Figure 1. Metal 1 (run 1).
Cells faint in the background.
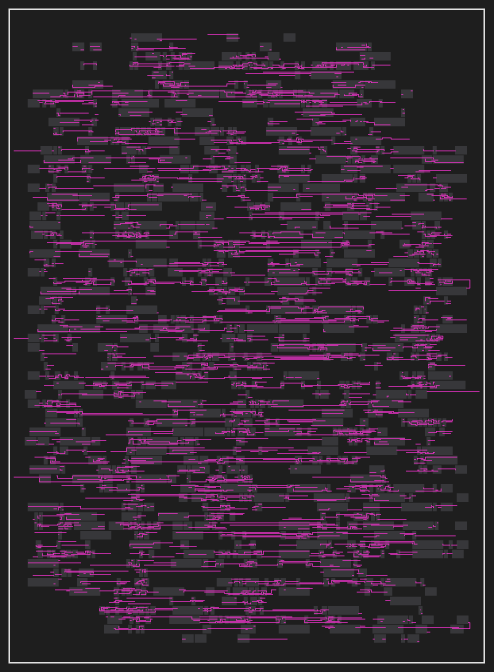
Figure 2. Signal wires on met2 (run 1).
Bar = 50 um.
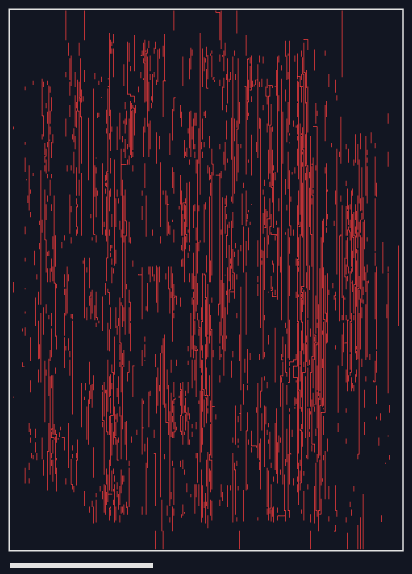
Figure 3. The metal 3 layer (run 1).
Bar = 50 um.
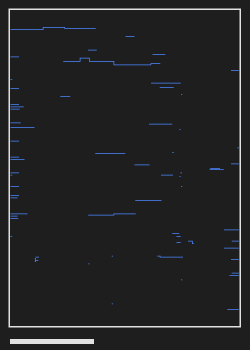
Figure 4. M4 wires (run 1).
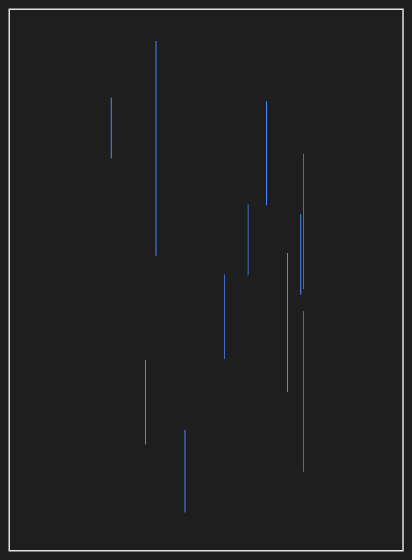
Design seg_dyn_drv_flat, sky130hd; sources not shown.
==> flow_summary.yaml, run 1 <==
# yosys + openroad results
critical_path:
  arrival_ps: 2300
  worstSetupPathType: "reg2reg"
  slowest_delay_ps: 370
  worstPathRequired_ps: 2550
  critPathSlowestCell: "dfrtp_1"
  startpoint_type: "register"
clock_tree:
  cts_buffer_depth: 2
  cts.sinks: 142
  cts.reportedPaths.clkPinSlew_ps: 60
sta:
  finClkSkew_ps: 7.88
  final-max-slew-violation-count: 0
  holdWs_ps: 467
  fin_crit_ps: 1950
  timing.setup.tns_ps: 0
  setup_viol: 0
  fmax_mhz: 513
global_route:
  grt_busiest_layer: "met2"
synthesis:
  syn_nets: 1043
  top_area_share_pct: 46.1
  yosys_area_mm2: 0.00771
  synth.distinct_cells: 36
  yosys-top-cells-area: "dfrtp_1 46%, nand2_1 11%, inv_1 7.9%"
  avgSynthCellArea_um2: 7.97
route:
  wl_per_cell_um: 14.6
  ant_nets: 0
  remaining_drc_errors: 0
  drtIter0Drc: 278
worst_hold_path:
  min_path_cells: 1
  min_path_type: "reg2reg"
die:
  fp.dieW_um: 137
  dieHeight_um: 189
  dieArea_mm2: 0.0259
  ios: 46
  initCoreUtil_pct: 33.9
placement:
  place_area_mm2: 0.00877
  dp.cells: 1329
  pre_cts_ws_ps: 47.7
layout:
  largest_reg_flops: 48
  fin_util_pct: 41.4
  final_cell_mix: "226 x nand2_1, 160 x inv_1, 142 x dfrtp_1"
  diodes: 0
pwr:
  p_seq_share_pct: 44.9
  powerClk_mw: 2.92
  power_leader: "registers"
  ir_worst_vdd_v: 0.000576
run_status:
  status: "complete, no violations"
job:
  tool_warnings: 56
Back to the opening pictures, Figure 1:
wire length on this layer: 8780 um
main direction: horizontal
met1 GRT Util: 20.2%
DR vias: 6306
total wire length: 19900 um

Back to the opening pictures, Figure 2:
wire length on this layer: 10300 um
nets with wire on the layer: 820
longest straight run: 84.3 um
main direction: vertical
GRT met2 Usage: 28.4%

Back to the opening pictures, Figure 3:
nets with wire on the layer: 49
longest straight run: 22.1 um
share of all routed wire: 2.3%
wire length on this layer: 461 um
main direction: horizontal
met3 GRT Util: 3.02%

Back to the opening pictures, Figure 4:
wire length on this layer: 422 um
longest straight run: 74.8 um
nets with wire on the layer: 7
share of all routed wire: 2.1%

-- run 1: cell type report --
type | count | area (um2)
fillers | 2386 | 13300
multi-input cells | 638 | 3480
flip-flops and latches | 142 | 3550
repair buffers | 85 | 805
inverters | 166 | 623
clock buffers | 22 | 484
clock inverters | 9 | 110
well taps | 301 | 377
-- run 1: cell usage after synthesis, drive strengths merged --
cell type    n
clkinv       1
nor2        84
nand2      230
dfrtp      142
a211oi       1
o31ai        4
o211ai      11
clkbuf       7
nor4         1
a32oi        2
inv        165
a31oi        3
o21ai       79
ha          46
a21oi       27
xor2        13
and2         1
nor3b        2
a22o         1
nand3       63
o22ai       44
a22oi        2
nor3         9
buf         14
nand4       11
or2          4
-- run 1: logic make-up (layout without fill, tap and decap cells) --
| family | count (synthesis) | count (layout) | share of synthesized area (%) |
|---|---|---|---|
| AND-OR/OR-AND | 174 | 174 | 13.3 |
| XOR/XNOR | 13 | 13 | 1.48 |
| adder cells (fa/ha/maj) | 46 | 46 | 7.47 |
| buffers and inverters | 187 | 282 | 9.46 |
| flip-flops | 142 | 142 | 46.1 |
| AND/OR/NAND/NOR | 405 | 405 | 22.2 |
-- run 1: per-layer routing --
| layer | vias up | wire (um) |
|---|---|---|
| met3 | 24 | 461 |
| met1 | 2920 | 8780 |
| li1 | 3282 | - |
| met4 | 0 | 422 |
| met5 | - | 0 |
| met2 | 80 | 10300 |
-- run 1: critical path: cells and delay by family (launching register included) --
kind                       cells  cell delay [ps]
AOI/OAI and AO/OA              1              120
DFF                            1              370
adders and majority gates      2              480
buffers and inverters          1               80
and+or+nand+nor                9              820
Figure 5. Clock nets (run 1).
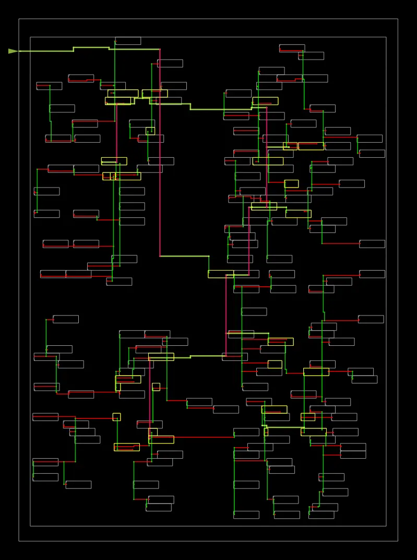

==> run 2, diff against run 1 <==
Settings changed: ABC_CLOCK_PERIOD_IN_PS 2200 to 1700, CORE_ASPECT_RATIO 1.4 to 0.75, CORE_MARGIN 4 to unset.
Clock period 2.2 ns to 1.7 ns, I/O delays scaled along.
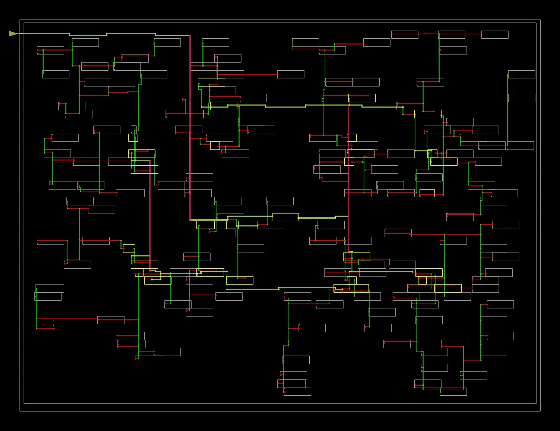
Figure 6: run 2, clock nets.
clock skew: 15.4 ps
CTS Buf Count: 17
clk_lat worst skew: 430 ps
Power Clock: 3.60 mW
flop count: 142

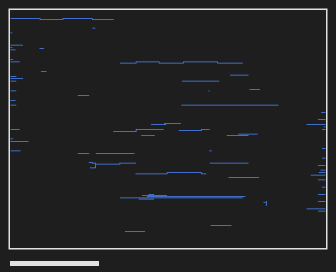
Figure 7: run 2, the metal 3 layer.
Bar = 50 um.
nets with wire on the layer: 56
wire length on this layer: 774 um
met3 GRT Util: 4.25%
DR vias: 6648
total wire length: 21200 um

==> flow_summary.yaml, run 2 <==
# yosys + openroad results
synthesis:
  avgSynthCellArea_um2: 7.97
  async_flop_share_pct: 100
  synth.distinct_cells: 36
  most_common_cell: "nand2_1"
  synthTopCellsByCount: "228 x nand2_1, 162 x inv_1, 142 x dfrtp_1, 78 x nor2_1, 76 x o21ai_0"
  edf_count: 0
  yosys-top-cells-area: "dfrtp_1 46%, nand2_1 11%, inv_1 7.9%"
layout:
  diodes: 0
  largest_reg_flops: 48
  fillers: 2327
critical_path:
  worstSetupPathType: "reg2reg"
  arrival_ps: 2180
sta:
  fmax_mhz: 546
  setup_ws_ps: -132
  setup_viol: 3
  fin_crit_ps: 1830
run_status:
  violations: "setup timing"
  status: "finished with violations"
placement:
  dp.cells: 1390
  pre_cts_ws_ps: -219
die:
  dieArea_mm2: 0.0240
  initCoreUtil_pct: 33.6
job:
  tool_warnings: 59
clock_tree:
  cts_buffer_depth: 2
  cts.sinks: 142
worst_hold_path:
  min_path_type: "in2async"
route:
  ant_nets: 0
run 2: cell counts after synthesis:
Identical to the previous run, type by type.
run 2: worst max-delay path: stages (launching register included):
cell,delay (ps)
dfrtp_2,410
inv_2,80
ha_4,150
nand2_4,50
nor2_4,110
nand2_2,90
nor2_4,90
nand2_2,70
ha_4,250
nor2_4,100
nand2_1,60
nor2_1,90
nand3_1,80
a21oi_1,140
run 2: cells by family after synthesis:
| logic type | share of synthesized area, % |
|---|---|
| DFF | 46.1 |
| buffers and inverters | 9.46 |
| adders and majority gates | 7.47 |
| xor gates and xnor gates | 1.48 |
| AOI/OAI and AO/OA | 13.3 |
| and+or+nand+nor | 22.2 |
run 2: cell type report:
type                       instances  area, um2  share of cell area (%)
inverter                         166        636                    6.10
sequential                       142       3560                    34.2
clock buffer                      18        439                    4.21
multi-input combinational        638       3850                    36.9
tap                              300        375                    3.60
clock inverter                    14        128                    1.22
timing repair buffer             164       1430                    13.8
run 2: per-layer routing:
layer	wire length, um	GRT usage (%)	vias to the layer above	share of wire [%]
met5	0	0	-	0
met2	8240	24.6	98	39
met3	773	4.25	9	3.6
met4	151	3.81	0	0.71
met1	12100	30.5	3085	57
li1	-	-	3456	-
run 2: what timing repair did:
action	CTS	global route
setup endpoints to repair	57	58
gates cloned	0	0
pin swaps	13	25
hold buffers	1	0
setup buffers	13	6
endpoints found under the hold margin	32	0
gates resized	45	80
run 2: power breakdown:
group          total, mW  leakage [nW]  switching [mW]  internal, mW
Clock               3.60         0.271            1.64          1.96
Combinational       1.47          3.00           0.806         0.663
Sequential          4.18          1.79           0.249          3.93
Total               9.25          5.06            2.70          6.55
Power and IR drop assume default switching activity.
